===== src/rtl/pc_next_gen_if.sv =====
// Fetch-PC bus: next-PC selection and targets in, fetch PC and status out.
interface pc_next_gen_if;
  logic [2:0]  PCSel;
  logic [31:0] jump_target;
  logic [31:0] branch_target;
  logic [31:0] jr_target;
  logic [31:0] epc;
  logic [31:0] mem_pc;
  logic        if_ready;
  logic [31:0] pc;
  logic        pc_valid;
  logic        pc_adel;
  logic        redirect_pulse;

  modport master (
    output PCSel, jump_target, branch_target, jr_target, epc, mem_pc, if_ready,
    input  pc, pc_valid, pc_adel, redirect_pulse
  );

  modport slave (
    input  PCSel, jump_target, branch_target, jr_target, epc, mem_pc, if_ready,
    output pc, pc_valid, pc_adel, redirect_pulse
  );
endinterface


===== src/rtl/pc_next_gen.sv =====
// Architectural fetch PC with a one-entry pending redirect buffer.
// Redirects seen while IF is stalled are held until the next accept.
module pc_next_gen #(
  parameter logic [31:0] RESET_VEC = 32'hBFC0_0000,
  parameter logic [31:0] EXC_VEC   = 32'hBFC0_0380
) (
  input logic         clk,
  input logic         resetn,
  pc_next_gen_if.slave bus
);
  typedef enum logic {IDLE, PEND} state_t;

  state_t      state, stateNxt;
  logic [31:0] pcQ, pcNxt, pendTgt, pendNxt, selTgt;
  logic        validQ, adelQ, pulseQ, loadRedir;
  logic        isExc, isCtrl, accept;

  assign isExc  = (bus.PCSel == 3'b010) || (bus.PCSel == 3'b011) || (bus.PCSel == 3'b110);
  assign isCtrl = (bus.PCSel == 3'b001) || (bus.PCSel == 3'b100) || (bus.PCSel == 3'b101);
  assign accept = validQ && bus.if_ready;

  always_comb begin
    selTgt = pcQ + 32'd4;
    case (bus.PCSel)
      3'b001:  selTgt = bus.jump_target;
      3'b010:  selTgt = bus.epc;
      3'b011:  selTgt = EXC_VEC;
      3'b100:  selTgt = bus.branch_target;
      3'b101:  selTgt = bus.jr_target;
      3'b110:  selTgt = bus.mem_pc;
      default: selTgt = pcQ + 32'd4;
    endcase
  end

  always_comb begin
    stateNxt  = state;
    pcNxt     = pcQ;
    pendNxt   = pendTgt;
    loadRedir = 1'b0;
    case (state)
      IDLE: begin
        if (accept) begin
          pcNxt     = selTgt;
          loadRedir = isExc || isCtrl;
        end else if (isExc || isCtrl) begin
          pendNxt  = selTgt;
          stateNxt = PEND;
        end
      end
      PEND: begin
        // A fresh exception outranks whatever is pending; older control transfers win over newer ones.
        if (accept) begin
          pcNxt     = isExc ? selTgt : pendTgt;
          loadRedir = 1'b1;
          stateNxt  = IDLE;
        end else if (isExc) begin
          pendNxt = selTgt;
        end
      end
      default: stateNxt = IDLE;
    endcase
  end

  always_ff @(posedge clk) begin
    if (!resetn) begin
      state   <= IDLE;
      pcQ     <= RESET_VEC;
      pendTgt <= '0;
      validQ  <= 1'b0;
      adelQ   <= 1'b0;
      pulseQ  <= 1'b0;
    end else begin
      state   <= stateNxt;
      pcQ     <= pcNxt;
      pendTgt <= pendNxt;
      validQ  <= 1'b1;
      adelQ   <= (pcNxt[1:0] != 2'b00);
      pulseQ  <= loadRedir;
    end
  end

  assign bus.pc             = pcQ;
  assign bus.pc_valid       = validQ;
  assign bus.pc_adel        = adelQ;
  assign bus.redirect_pulse = pulseQ;
endmodule


===== src/flat_wrapper.sv =====
// flat-port wrapper written by rule: the top's interface ports become plain ports
module pc_next_gen_flat 
#(
  parameter logic [31:0] RESET_VEC = 32'hBFC0_0000,
  parameter logic [31:0] EXC_VEC   = 32'hBFC0_0380
)
  (clk, resetn, bus_PCSel, bus_jump_target, bus_branch_target, bus_jr_target, bus_epc, bus_mem_pc, bus_if_ready, bus_pc, bus_pc_valid, bus_pc_adel, bus_redirect_pulse);
  pc_next_gen_if bus_i ();
  input logic clk;
  input logic resetn;
  input wire logic [$bits(bus_i.PCSel)-1:0] bus_PCSel;
  input wire logic [$bits(bus_i.jump_target)-1:0] bus_jump_target;
  input wire logic [$bits(bus_i.branch_target)-1:0] bus_branch_target;
  input wire logic [$bits(bus_i.jr_target)-1:0] bus_jr_target;
  input wire logic [$bits(bus_i.epc)-1:0] bus_epc;
  input wire logic [$bits(bus_i.mem_pc)-1:0] bus_mem_pc;
  input wire logic [$bits(bus_i.if_ready)-1:0] bus_if_ready;
  output wire logic [$bits(bus_i.pc)-1:0] bus_pc;
  output wire logic [$bits(bus_i.pc_valid)-1:0] bus_pc_valid;
  output wire logic [$bits(bus_i.pc_adel)-1:0] bus_pc_adel;
  output wire logic [$bits(bus_i.redirect_pulse)-1:0] bus_redirect_pulse;
  assign bus_i.PCSel = bus_PCSel;
  assign bus_i.jump_target = bus_jump_target;
  assign bus_i.branch_target = bus_branch_target;
  assign bus_i.jr_target = bus_jr_target;
  assign bus_i.epc = bus_epc;
  assign bus_i.mem_pc = bus_mem_pc;
  assign bus_i.if_ready = bus_if_ready;
  assign bus_pc = bus_i.pc;
  assign bus_pc_valid = bus_i.pc_valid;
  assign bus_pc_adel = bus_i.pc_adel;
  assign bus_redirect_pulse = bus_i.redirect_pulse;
  pc_next_gen #(.RESET_VEC(RESET_VEC), .EXC_VEC(EXC_VEC)) u_core (.clk(clk), .resetn(resetn), .bus(bus_i));
endmodule

===== config.mk =====
export PLATFORM = sky130hd
export DESIGN_NAME = pc_next_gen_flat
export DESIGN_NICKNAME = d
export VERILOG_FILES = /design/src/rtl/pc_next_gen_if.sv /design/src/rtl/pc_next_gen.sv /design/src/flat_wrapper.sv
export SDC_FILE = /design/constraint.sdc
export NUM_CORES = 1
export LEC_CHECK = 0
export ABC_AREA = 1
export CAP_MARGIN = 20
export CORE_ASPECT_RATIO = 1.2
export CORE_MARGIN = 2
export CORE_UTILIZATION = 45
export DETAILED_ROUTE_END_ITERATION = 8
export PLACE_DENSITY = 0.82
export SYNTH_ARGS = -nofsm -noshare
export SYNTH_HDL_FRONTEND = slang
export SYNTH_SLANG_ARGS = --single-unit

===== constraint.sdc =====
create_clock -name clk -period 2.5 [get_ports clk]
set_clock_uncertainty 0.2 [all_clocks]
set_input_delay 0.375 -clock clk [delete_from_list [all_inputs] [get_ports clk]]
set_output_delay 0.375 -clock clk [all_outputs]
set_load 0.01 [all_outputs]

Fig. 1: run 1, met1 routing
Scale bar: 20 um. Supply wires on this layer in gray.
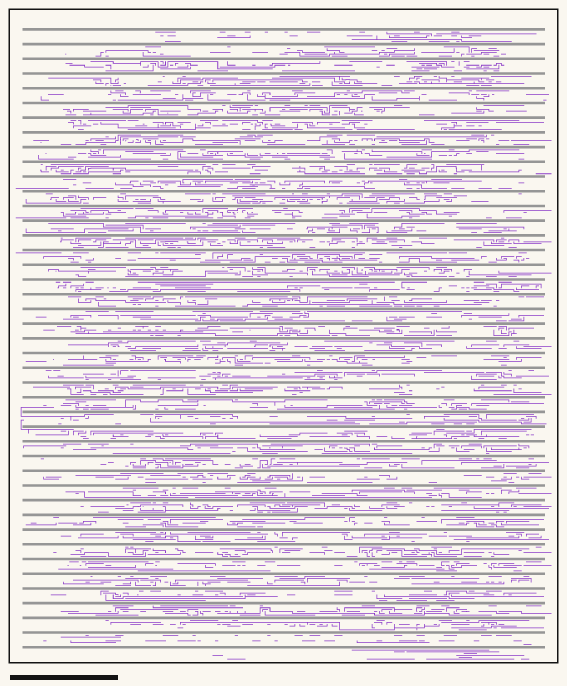
longest straight run = 47.4 um
nets with wire on the layer = 1189
wire length on this layer = 8310 um
share of all routed wire = 40%
main direction = horizontal
met1 usage in global routing: 41.1%
routed wire length: 21.0 mm
DR vias: 6873

Fig. 2: run 1, metal 2
Cells faint in the background.
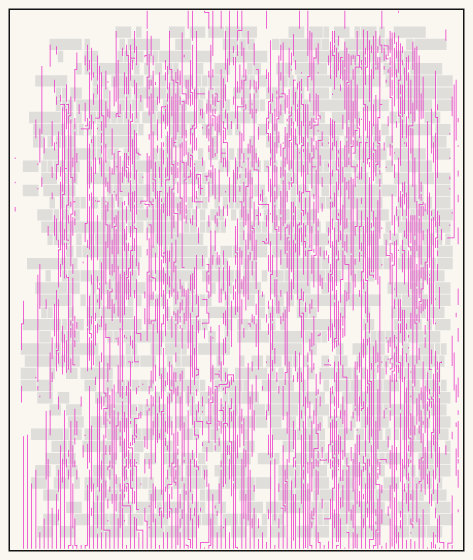
wire length on this layer = 9800 um
main direction = vertical
met2 track demand over resource: 57.9%

==> run notes, run 1 <==
The run finished with clean final reports. At the worst endpoint, the arrival time is 2.30 ns. Basic-gate share of the synthesized area counting and, or, nand and nor cells: 51.3%. Kind of capture point of the worst setup path: a flop.

The start of the worst register-to-register path was u_core.bus.pc[3]. Number of port buffers: 200. Listed in order, past its start point the critical path passes clkdlybuf4s50_1 -> buf_4 -> nand2_1 -> nand2_1 -> nor2_2 -> buf_4 -> nor2_1 -> a21oi_1 -> nand2_1 -> nand3_1 -> nand2_1 -> inv_1. Summed over all combinational cells, the power is 1.12 mW.

In the routed design, unresolved DRC markers number 0. The slowest stage of the critical path belongs to the cell clkdlybuf4s50_1. The remaining number of nets flagged by the antenna check after routing is 0.

Setup repair after global routing left no endpoint under its margin. Measured against the total synthesized area, the mux share comes to 0%. Non-clock inverters in the final layout number 66.

Per the OpenROAD floorplan log, the width of the die is 101 um. The internal power of the cells is 2.66 mW, and the total tool warning count is 26. The run gives 5090 um2 as the synthesized chip area reported by yosys. The most numerous logic cell after layout is nand2_1. The area occupied by multi-input gates is 3260 um2, and the fraction of area in multi-input gates is 41.7%. The later-pin clock latency in the skew report was 0.34 ns. In the final timing run, aggregate negative setup slack is 0 ns. The depth of the worst register-to-register path was 10. After synthesis, the design contains 932 cells according to Yosys. With the share of the clock period used by the worst path after layout at 90.8%, the setup violation total in the final timing report is 0.

Final tally of max-slew violations: 0. The synthesized design spends more area on one cell type than any other, namely nand2_1. The warning tally printed by Yosys for this design is 0. The biggest fanout along the worst timing path is 10, and the largest net degree at the start of global routing is 37. In the finished layout, the clock tree contains a buffer count of 11.

After synthesis, the most frequently instantiated cells are nand2_1 (386), nor2_1 (123), nand3_1 (84). For reference, the placement row count at floorplan is 42. The placement summary gives the final routability congestion estimate as 0.965.
Fig. 3: run 1, metal 3
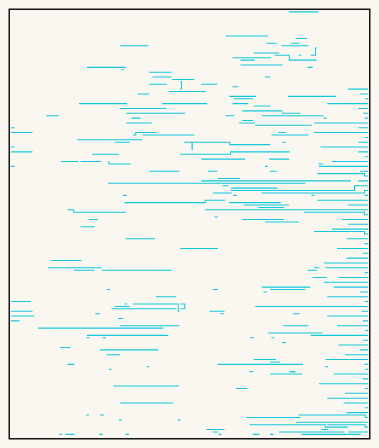
main direction = horizontal
share of all routed wire = 8.6%
nets with wire on the layer = 184
longest straight run = 55.2 um
wire length on this layer = 1800 um
met3 track demand over resource in global routing: 7.28%

-- run 1: worst min-delay path: stages, from the launching register on --
cell and delay (ns):
dfxtp_1 0.30, nand2_1 0.08, a31oi_1 0.07
-- run 1: worst min path at each step --
| stage | startpoint | slack (ns) | depth (start not counted) | endpoint |
|---|---|---|---|---|
| after global placement | u_core.pendTgt[28] | 0.29 | 2 | u_core.pendTgt[28] |
| final | u_core.pendTgt[5] | 0.30 | 2 | u_core.bus.pc[5] |
| after floorplan | resetn | 0.20 | 0 | u_core.bus.pc_valid |
| after global routing | u_core.pendTgt[5] | 0.34 | 2 | u_core.bus.pc[5] |
| after CTS | u_core.pendTgt[5] | 0.31 | 2 | u_core.bus.pc[5] |
| after detailed placement | u_core.pendTgt[5] | 0.30 | 2 | u_core.bus.pc[5] |
==> run 1 -> run 2 <==
--- a/config.mk
+++ b/config.mk
@@ -6,11 +6,12 @@
 export NUM_CORES = 1
 export LEC_CHECK = 0
 export ABC_AREA = 1
-export CAP_MARGIN = 20
+export CAP_MARGIN = 40
 export CORE_ASPECT_RATIO = 1.2
 export CORE_MARGIN = 2
 export CORE_UTILIZATION = 45
 export DETAILED_ROUTE_END_ITERATION = 8
+export GPL_TIMING_DRIVEN = 0
 export PLACE_DENSITY = 0.82
 export SYNTH_ARGS = -nofsm -noshare
 export SYNTH_HDL_FRONTEND = slang
Fig. 4: run 2, met1 routing
Scale bar: 20 um. Supply wires on this layer in gray.
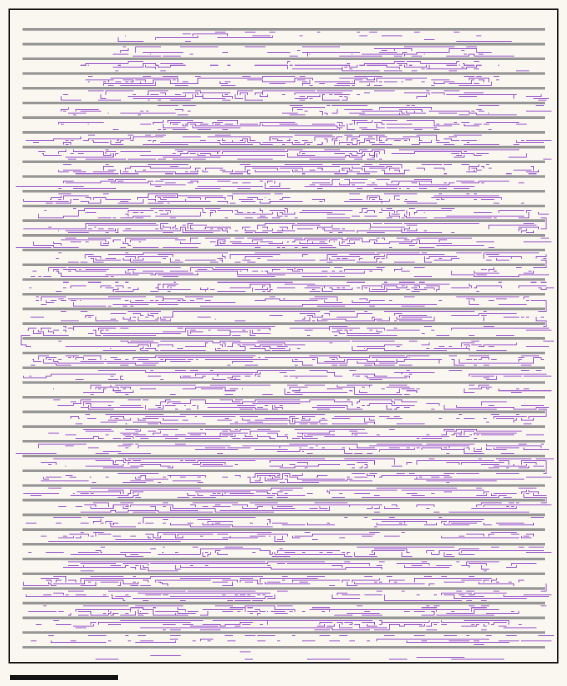
longest straight run = 37.3 um
nets with wire on the layer = 1215
DR vias: 6910
routed wire length: 21.8 mm
met1 usage in global routing: 43.0%

==> run notes, run 2 <==
The most numerous logic cell after layout was nand2_1. The number of inverters outside the clock class in the layout was 66 (unchanged); the horizontal die size was 101 um (unchanged). The biggest fanout along the worst timing path was 10 (unchanged). The slowest stage of the critical path is the clkdlybuf4s50_1 cell. The logs give 15 (-59%) for the largest net degree at the start of global routing and 42 (unchanged) for the site row count. The synthesized design spends more area on one cell type than any other, namely nand2_1. The launch point of the worst register-to-register path is recorded as u_core.bus.pc[2].

The run gives 0 (unchanged) as the remaining number of nets flagged by the antenna check after routing. Walking the worst path, the cells encountered are clkdlybuf4s50_1 -> inv_1 -> nand3_1 -> clkinvlp_4 -> buf_2 -> nand2_1 -> nand3_1 -> nor3_1 -> nand2_1 -> nand2_1 -> a21oi_1. STA classifies the critical path endpoint as a flop. The fraction of area in multi-input gates works out to 43.1% (+1.5 points). The area occupied by multi-input gates is 3290 um2 (+0.69%), and the share of the clock period used by the worst path after layout is 96.0% (+5.2 points).

The run gives 0 (unchanged) for the detailed-route DRC error count. The run gives 2.40 ns (+0.10 ns) for the data arrival time of the worst path. The setup violation total in the final timing report came out at 0 (unchanged). The worst hold path begins at u_core.pendTgt[28]. The flow ran to the end, and the final reports show no timing, DRC or antenna violations. Yosys reports that the most numerous cell types are nand2_1 (386), nor2_1 (123), nand3_1 (84).

The logs give 9 (-2) for the clock buffer count in the final layout and 8.50% (+1.2 points) for the met3 layer usage reported by global route. Worst hold path cell count: 2 (unchanged). Later-pin clock latency in the skew report: 0.34 ns (about the same). The path with the worst hold slack has its endpoint at u_core.pendTgt[28].
Fig. 5: run 2, metal 2
Cells faint in the background.
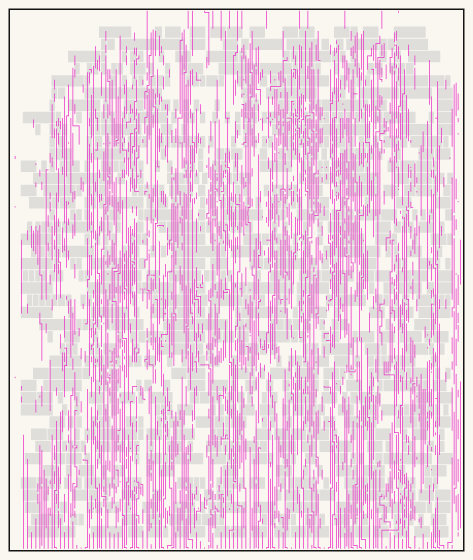
share of all routed wire = 47%
longest straight run = 54.9 um
main direction = vertical
nets with wire on the layer = 1020
met2 track demand over resource: 59.9%

==> run 2: metrics by stage <==
step	setup TNS, ns	hold slack, ns
floorplan	0	0.203
global placement	-7.76	0.286
detailed placement	-8.73	0.302
CTS	0	0.314
global route	-0.00887	0.325
finish	0	0.316
==> run 2: power by group <==
part	switching [mW]	internal, mW	leakage [nW]
clock network	0.529	0.890	0.159
logic	0.566	0.517	2.83
registers	0.0892	1.19	0.562
total	1.18	2.60	3.55
==> run 2: kinds of logic after synthesis <==
kind of cell | count (synthesis) | share of synthesized area [%]
adders and majority gates | 1 | 0.246
AOI/OAI and AO/OA | 112 | 11.3
DFF | 68 | 26.7
xor gates and xnor gates | 7 | 1.20
and+or+nand+nor | 637 | 51.3
buffers and inverters | 107 | 9.24
Power and IR drop assume default switching activity.
